io_fan.png
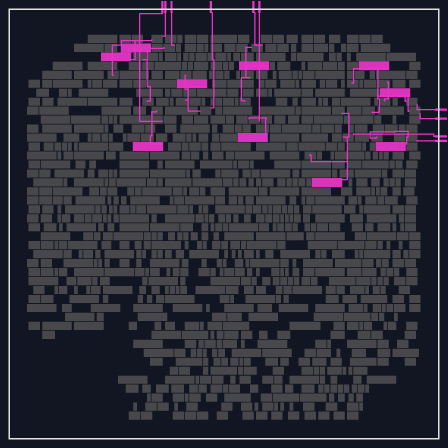
placement.png
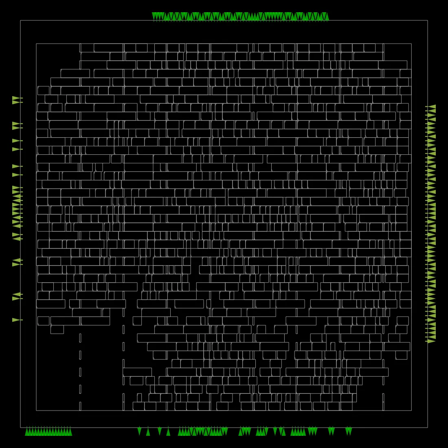
==> config.mk <==
export PLATFORM = sky130hd
export DESIGN_NAME = board_io_ctrl
export DESIGN_NICKNAME = d
export VERILOG_FILES = /design/src/rtl/board_io_pkg.sv /design/src/rtl/hex7seg_lut.sv /design/src/rtl/board_io_ctrl.sv
export SDC_FILE = /design/constraint.sdc
export NUM_CORES = 1
export LEC_CHECK = 0
export ABC_CLOCK_PERIOD_IN_PS = 5700
export CAP_MARGIN = 40
export CORE_MARGIN = 5
export CORE_UTILIZATION = 54
export CTS_CLUSTER_SIZE = 28
export DETAILED_ROUTE_END_ITERATION = 10
export GPL_ROUTABILITY_DRIVEN = 0
export PLACE_DENSITY = 0.92
export SLEW_MARGIN = 20
export SYNTH_ARGS = -nofsm -noshare
export SYNTH_HDL_FRONTEND = slang
export SYNTH_SLANG_ARGS = --single-unit
==> constraint.sdc <==
create_clock -name clk -period 5.7 [get_ports clk]
set_input_delay 1.14 -clock clk [delete_from_list [all_inputs] [get_ports clk]]
set_output_delay 1.14 -clock clk [all_outputs]
set_load 0.01 [all_outputs]
==> results.py <==
# Physical implementation metrics
metrics = {
    "sta": {
        "setup_viol_count_final": 0,
        "timing.final.ws_setup_ps": 688,
        "report.final.slew_viol_count": 0,
        "clock_skew_ps": 8.25,
    },
    "synth": {
        "topCellsByArea": "dfrtp_1 41%, mux4_2 8.4%, mux2_2 7.1%, ha_1 6.5%, a21oi_1 3.5%",
        "synth.most_common_cell": "dfrtp_1",
        "yosys_register_bits": 128,
        "ys_seq_frac": 0.413,
        "synth_top_area_share": 0.410,
        "adder_share": 0.0646,
        "largest_area_cell": "dfrtp_1",
        "simple_gate_share": 0.158,
        "aoi_share": 0.119,
        "synthArstFlopShare": 1.00,
        "synth_warnings": 0,
        "ys_sh_xor": 0.0350,
        "synth.avg_cell_area_um2": 10.4,
        "ys_chip_area_mm2": 0.00775,
        "synthMuxAreaShare": 0.168,
        "syn_nets": 900,
        "synthTopLogicFamily": "multiplexers",
        "ys_cells": 743,
    },
    "route": {
        "wl_met2_um": 11800,
        "dr.max_layer_used": "met4",
        "dr.pass1.iters": 7,
        "met1_length_um": 8550,
    },
    "worst_setup_path": {
        "cp_num_cells": 7,
        "crit_family": "buffers and inverters",
        "crit_arrival_ps": 3870,
        "cp_common_cell": "clkdlybuf4s50_1",
        "cp-end-kind": "output port",
        "r2r_setup_slack_ps": 3270,
        "path_buffers": 3,
    },
    "cells_and_area": {
        "antenna_cells": 0,
        "final_util": 0.746,
        "fillers": 911,
        "finalNetCount": 1081,
        "design_area_mm2": 0.0104,
        "comb_cells": 535,
        "buffers": 199,
        "seq_share": 0.307,
    },
    "power": {
        "power_density_mw_per_mm2": 309,
        "finalPower_mw": 3.23,
        "ir_worst_vdd_uv": 354,
    },
    "hold_path": {
        "hold_path_depth": 0,
    },
    "grt": {
        "use_met1": 0.345,
        "gr-max-usage-layer": "met2",
        "grt_pass1_wl_um": 37400,
        "use_met2": 0.475,
    },
    "placement": {
        "dp.cells": 1084,
        "post_dp_cell_area_mm2": 0.00982,
    },
    "status": {
        "status": "completed",
    },
    "clocking": {
        "clkTransAtPathRegs_ps": 60,
        "cts_setup_buffers": 0,
        "cts-hold-fix-buffers": 0,
    },
    "floorplanning": {
        "fp-utilization": 0.554,
        "die_w_um": 130,
        "die_area_mm2": 0.0169,
    },
    "run": {
        "maxCapViolCount": 0,
        "tool_warnings": 73,
    },
}
-- io_fan.png (at the start) --
| color | port | bits | direction | edge | end cells | buffers | wire |
|---|---|---|---|---|---|---|---|
| magenta | led | 10 | output | 6 top, 4 right | 10 | 10 | 445 um |
I/O Pins: 202
port bufs: 185

-- placement.png (at the start) --
Site Rows: 43
Core Area: 0.0140 mm2

-- power by group --
group | switching, mW | internal, mW | total, mW
Clock | 0.447 | 0.669 | 1.12
Combinational | 0.484 | 0.544 | 1.03
Sequential | 0.0997 | 0.985 | 1.08
Total | 1.03 | 2.20 | 3.23
-- cells in the final DEF, fill, tap and decap left out, types with 13 or more instances in the layout --
master / n
mux4_2: 29
inv_1: 43
nor2_1: 43
o22ai_1: 18
nand3_1: 34
ha_1: 40
dfrtp_1: 127
a21oi_1: 54
xnor2_1: 22
mux2_2: 49
clkdlybuf4s50_1: 184
nor3_1: 19
or3_1: 13
clkbuf_16: 17
a22oi_1: 22
nand2_1: 41
o21ai_0: 27
nand4_1: 20
No activity file was given, so power comes from the tool's default toggle rates.
